### Cell outlines without signal wires, run 1

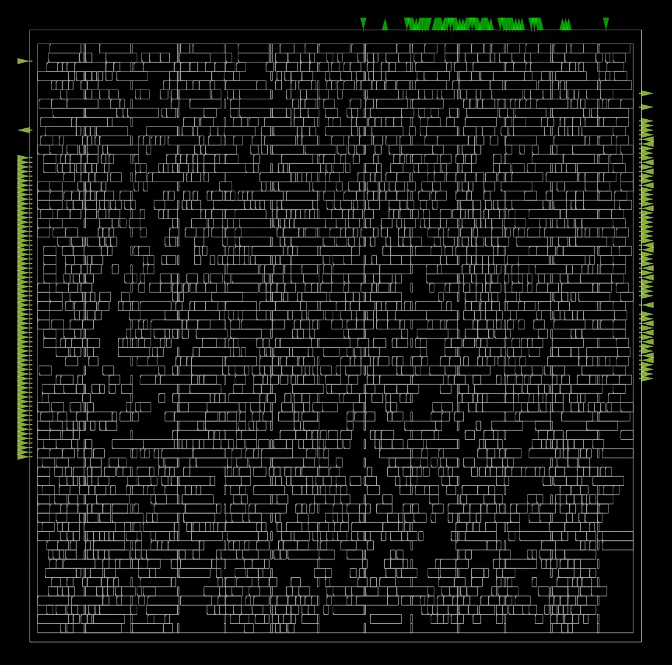
### Zoomed window, run 1

Region (75, 75) to (105, 105) um. Cells in grey, sequential cells in the stronger grey; small squares are vias.
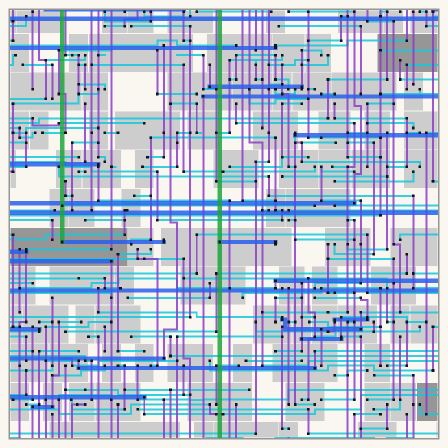
### Metal layers overlaid, run 1

(2 px per um) Only two layers are drawn.
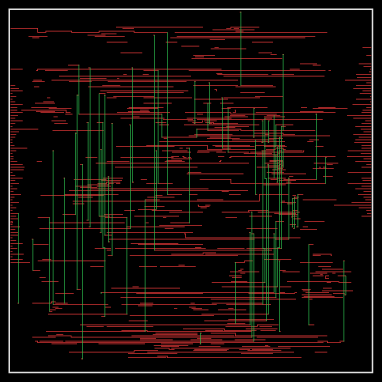
==> config.mk <==
export PLATFORM = sky130hd
export DESIGN_NAME = mpa_mips_muldiv
export DESIGN_NICKNAME = d
export VERILOG_FILES = /design/src/rtl/mpa_mips_muldiv_pkg.sv /design/src/rtl/mpa_mips_muldiv_step.sv /design/src/rtl/mpa_mips_muldiv.sv
export SDC_FILE = /design/constraint.sdc
export NUM_CORES = 1
export LEC_CHECK = 0
export CAP_MARGIN = 5
export CORE_MARGIN = 2
export CORE_UTILIZATION = 55
export CTS_CLUSTER_DIAMETER = 200
export CTS_CLUSTER_SIZE = 28
export DETAILED_ROUTE_END_ITERATION = 7
export PLACE_DENSITY_LB_ADDON = 0.15
export SETUP_SLACK_MARGIN = 0.15
export SLEW_MARGIN = 30
export SYNTH_ARGS = -nofsm -noshare
export SYNTH_HDL_FRONTEND = slang
export SYNTH_SLANG_ARGS = --single-unit
==> constraint.sdc <==
create_clock -name CLK -period 6.5 [get_ports CLK]
set_clock_uncertainty 0.1 [all_clocks]
set_input_delay 0.975 -clock CLK [delete_from_list [all_inputs] [get_ports CLK]]
set_output_delay 0.975 -clock CLK [all_outputs]
set_load 0.005 [all_outputs]
==> impl_metrics.tcl, run 1 <==
# yosys + openroad results
set metrics [dict create \
    status "finished, final reports clean" \
    top_area_frac 0.3038 \
    sh_seq_area 0.2716 \
    flop-count 209 \
    seqCellArea_um2 5235 \
    grt.overflow.total 0 \
    path_max_fanout 44 \
    drive_gt1_frac 0.03307 \
    worst_slack_ns 2.227 \
    comb_cells 1786 \
    layout.nets 2443 \
    setup_tns_ns 0 \
    ant_nets 0 \
    use_met1 0.5284 \
    clkSinkCount 209 \
    rsz0062_at_grt "no" \
    diodes 0 \
    clk_pin_slew_worst_paths_ns 0.12 \
    cts_buffer_depth 3 \
    synth-edff-count 0 \
    ys.warnings.count 0 \
    use_met2 0.5529 \
    nFillCells 2769 \
    met1Wirelength_um 26620 \
    crit_required_ns 6.79 \
    die_y_um 180.9 \
    io-pin-count 170 \
    pg_clk_mw 0.777 \
    setup_viol 0 \
    post-route-util 0.6284 \
    ys_cells 2235 \
    reg2reg_slack_ns 2.23 \
    cp-end-kind "flip-flop" \
    p_leak_nw 8.151 \
    critPathLaunchType "flip-flop" \
    cts_made_buffers 11 \
    synth.most_common_cell "nand2_1" \
    power_leader "combinational logic" \
    common_cells "nand2_1 (338), dfrtp_1 (209), a21oi_1 (193)" \
    drt-vias-per-instance 6.602 \
    warnings 26 \
    die_w_um 180.9 \
    internal-power_mw 4.435 \
    worst-setup-path-type "flip-flop to flip-flop" \
    slew_headroom 0.3416 \
    dieArea_um2 32730 \
    async_flop_share 1.000 \
    grt-busiest-layer "met2" \
    drc 0 \
    ff_type "dfrtp_1" \
    synth.distinct_cells 84 \
    nNonClkInverters 68 \
    initial_core_util 0.5612 \
    comb_share 0.5762 \
    holdWs_ns 0.3806 \
    postCtsSetupRepairBufs 0 \
    postSynthAreaPerCell_um2 7.701 \
    max_freq_mhz 234.0 \
    grtUsageMet3 0.1203 \
    ctsHtreeMaxLevel 1 \
    portBuffers 169 \
    p_per_area_nw_per_um2 465.4 \
    clock_area_frac 0.01513 \
    met2_length_um 26830 \
    period_minus_slack_ns 4.273 \
    hold_violations 0 \
    postSynthSeqShare 0.3038 \
    yosys.area.top_type "dfrtp_1" \
    largest_reg_flops 65 \
    ys_area_um2 17210 \
    mi_logic_area_um2 11110 \
    antenna_found_initial 1 \
    finalCritPeriodShare 0.6574 \
    max-cap-violations 0 \
    largest_class "logic gates" \
    clock_latency_ns 0.49 \
    clkbuf_count 11 \
    synthCells 2235 \
    power_frac_seq 0.291 \
    place_ws_ns 2.250 \
    area_leaders "dfrtp_1 (30%), nand2_1 (7.4%), a21oi_1 (5.6%)" \
    power_mw 8.970 \
    cts-root-buf "clkbuf_16" \
    p_sw_mw 4.535 \
    worstMarginPinSlew_ns 0.9846 \
    vdd_drop_max_mv 0.2310 \
    share_comb_of_total_power 0.622 \
]
## Picture notes: 'Cell outlines without signal wires'
TAP cells: 396
core area: 30670 um2
fin cells: 2664
Cell Rows: 64

## Picture notes: 'Zoomed window'
[metal 4] green
[metal 2] purple
[metal 3] blue
[metal 1] cyan
most frequent: inv_1 (9), a21oi_1 (9), ha_1 (9)
sequential cells in the window: 1
cells with their middle in the window: 79

## Picture notes: 'Metal layers overlaid'
[metal 3] red | wire length: 7880 um
[metal 4] green | wire length: 2790 um
Routed WL: 64130 um
gr usage total: 0.3807
via count: 17587
DR WL/cell: 24.07 um

[run 1: logic make-up after synthesis]
logic type / Yosys count / share of synthesized area
xor+xnor: 206 / 0.1048
compound gates: 731 / 0.2631
fa+ha+maj: 71 / 0.05248
simple gates: 729 / 0.1931
mux: 49 / 0.02886
buf+inv: 240 / 0.05386
flops: 209 / 0.3038
[run 1: worst max-delay path, cell delays in order, from the launching register on]
cell and delay, ns:
dfrtp_1 0.75, ha_1 0.40, nand2_1 0.15, inv_2 0.06
a311o_1 0.36, a21o_1 0.18, a21o_1 0.23, a31o_1 0.30
a31oi_4 0.47, buf_4 0.53, mux2i_1 0.26, o21ai_1 0.07
a311o_1 0.30
### Logic cells by family, run 1

(2 px per um)
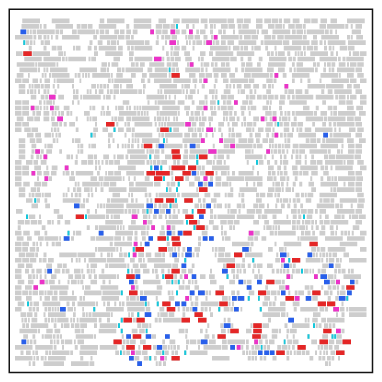

==> inputs of run 2 (changes only) <==
--- a/config.mk
+++ b/config.mk
@@ -7,7 +7,7 @@
 export LEC_CHECK = 0
 export CAP_MARGIN = 5
 export CORE_MARGIN = 2
-export CORE_UTILIZATION = 55
+export CORE_UTILIZATION = 53
 export CTS_CLUSTER_DIAMETER = 200
 export CTS_CLUSTER_SIZE = 28
 export DETAILED_ROUTE_END_ITERATION = 7
==> constraint.sdc (replaced) <==
create_clock -name CLK -period 3.45 [get_ports CLK]
set_clock_uncertainty 0.1 [all_clocks]
set_input_delay 0.5175 -clock CLK [delete_from_list [all_inputs] [get_ports CLK]]
set_output_delay 0.5175 -clock CLK [all_outputs]
set_load 0.005 [all_outputs]
### Logic cells by family, run 2

(2 px per um)
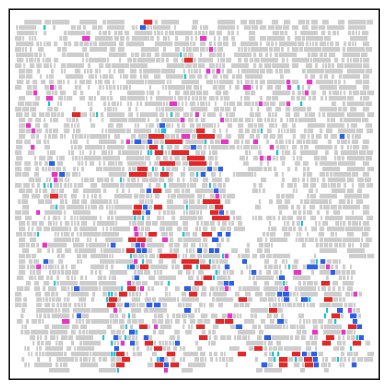
[AND-OR and OR-AND gates] blue | cells: 71
[inverters] cyan | cells: 68 | where: all over the die
[adder and majority cells] red | cells: 71
[AND and OR gates] magenta | cells: 57 | where: all over the die
fraction of area in multi-input gates: 0.5379
Commonest Layout Cell: nand2_1
fin cells: 2909

==> run 2 against run 1 <==
  * The flow now finishes with violations (DRC)
  * Critical path depth rose by 1
  * Area after synthesis did not move
  * Routed wire length rose by 8.9%
  * Sequential power rose by 68%
  * Cell count rose by 9.2%
  * Die size rose by 3.7%
  * Combinational power rose by 150%
  * Register-to-register slack got worse by 2.2 ns
  * Core utilization rose by 4.2 points
  * First-iteration DRC count rose by 0.96%
  * Sequential share of layout area fell by 2.6 points
==> impl_metrics.tcl, run 2 <==
# yosys + openroad results
set metrics [dict create \
    finalCritPeriodShare 0.9894 \
    simple_gate_area_frac 0.1931 \
    drt-total-wl_um 69860 \
    synth.distinct_cells 84 \
    critPathSlowestCell "dfrtp_1" \
    status "complete, but fails checks" \
    initial_core_util 0.5413 \
    layout.nets 2648 \
    p_leak_nw 9.215 \
    top_area_frac 0.3038 \
    vias 18693 \
    period_minus_slack_ns 3.414 \
    use_met1 0.5717 \
    logic_family "AND-OR/OR-AND gates" \
    synthCells 2235 \
    vdd_drop_max_mv 0.4635 \
    drive_gt1_frac 0.1399 \
    warnings 28 \
    path_max_fanout 8 \
    met1Wirelength_um 28520 \
    grt.total_usage 0.4016 \
    seqCellArea_um2 5243 \
    largest_reg_flops 65 \
    rsz0062_at_grt "yes" \
    critPathLaunchType "flip-flop" \
    p_sw_mw 9.658 \
    worst-path-stages 13 \
    cts-root-buf "clkbuf_16" \
    ys_area_um2 17210 \
    diodes 0 \
    slew_headroom 0.4145 \
    worstMarginPinSlew_ns 0.8783 \
    setup_viol 0 \
    rows 65 \
    compound_area_frac 0.2631 \
    share_comb_of_total_power 0.700 \
    met2_length_um 29900 \
    ctsHtreeMaxLevel 1 \
    wl_per_cell_um 24.01 \
    area_leaders "dfrtp_1 (30%), nand2_1 (7.4%), a21oi_1 (5.6%)" \
    mux_share 0.02886 \
    postCtsSetupRepairBufs 3 \
    failed_checks "DRC" \
    portBuffers 169 \
    cp_num_buf_inv 4 \
    place_ws_ns -0.09753 \
    nWellTaps 435 \
    power_leader "combinational logic" \
    cp-end-kind "flip-flop" \
    cpMostUsedCell "buf_4" \
    dieArea_um2 33940 \
    common_cells "nand2_1 (338), dfrtp_1 (209), a21oi_1 (193)" \
    p_per_area_nw_per_um2 919.0 \
    drc 4 \
    sh_seq_area 0.2459 \
]
## run 2: through the flow
| stage | TNS (ns) | cell area (um2) | util | hold WS, ns | total power, mW |
|---|---|---|---|---|---|
| floorplan | 0 | 17210 | - | 0.1219 | 11.80 |
| global placement | -0.1701 | 20460 | 0.6434 | 0.3610 | 16.52 |
| detailed placement | -0.4249 | 20460 | 0.6434 | 0.3666 | 16.68 |
| CTS | 0 | 20830 | 0.6550 | 0.3931 | 18.28 |
| global route | -0.03580 | 21320 | 0.6705 | 0.4170 | 20.67 |
| finish | 0 | 21320 | 0.6705 | 0.3930 | 19.59 |
Power figures rest on the tool's default switching activity, not on a simulated workload.
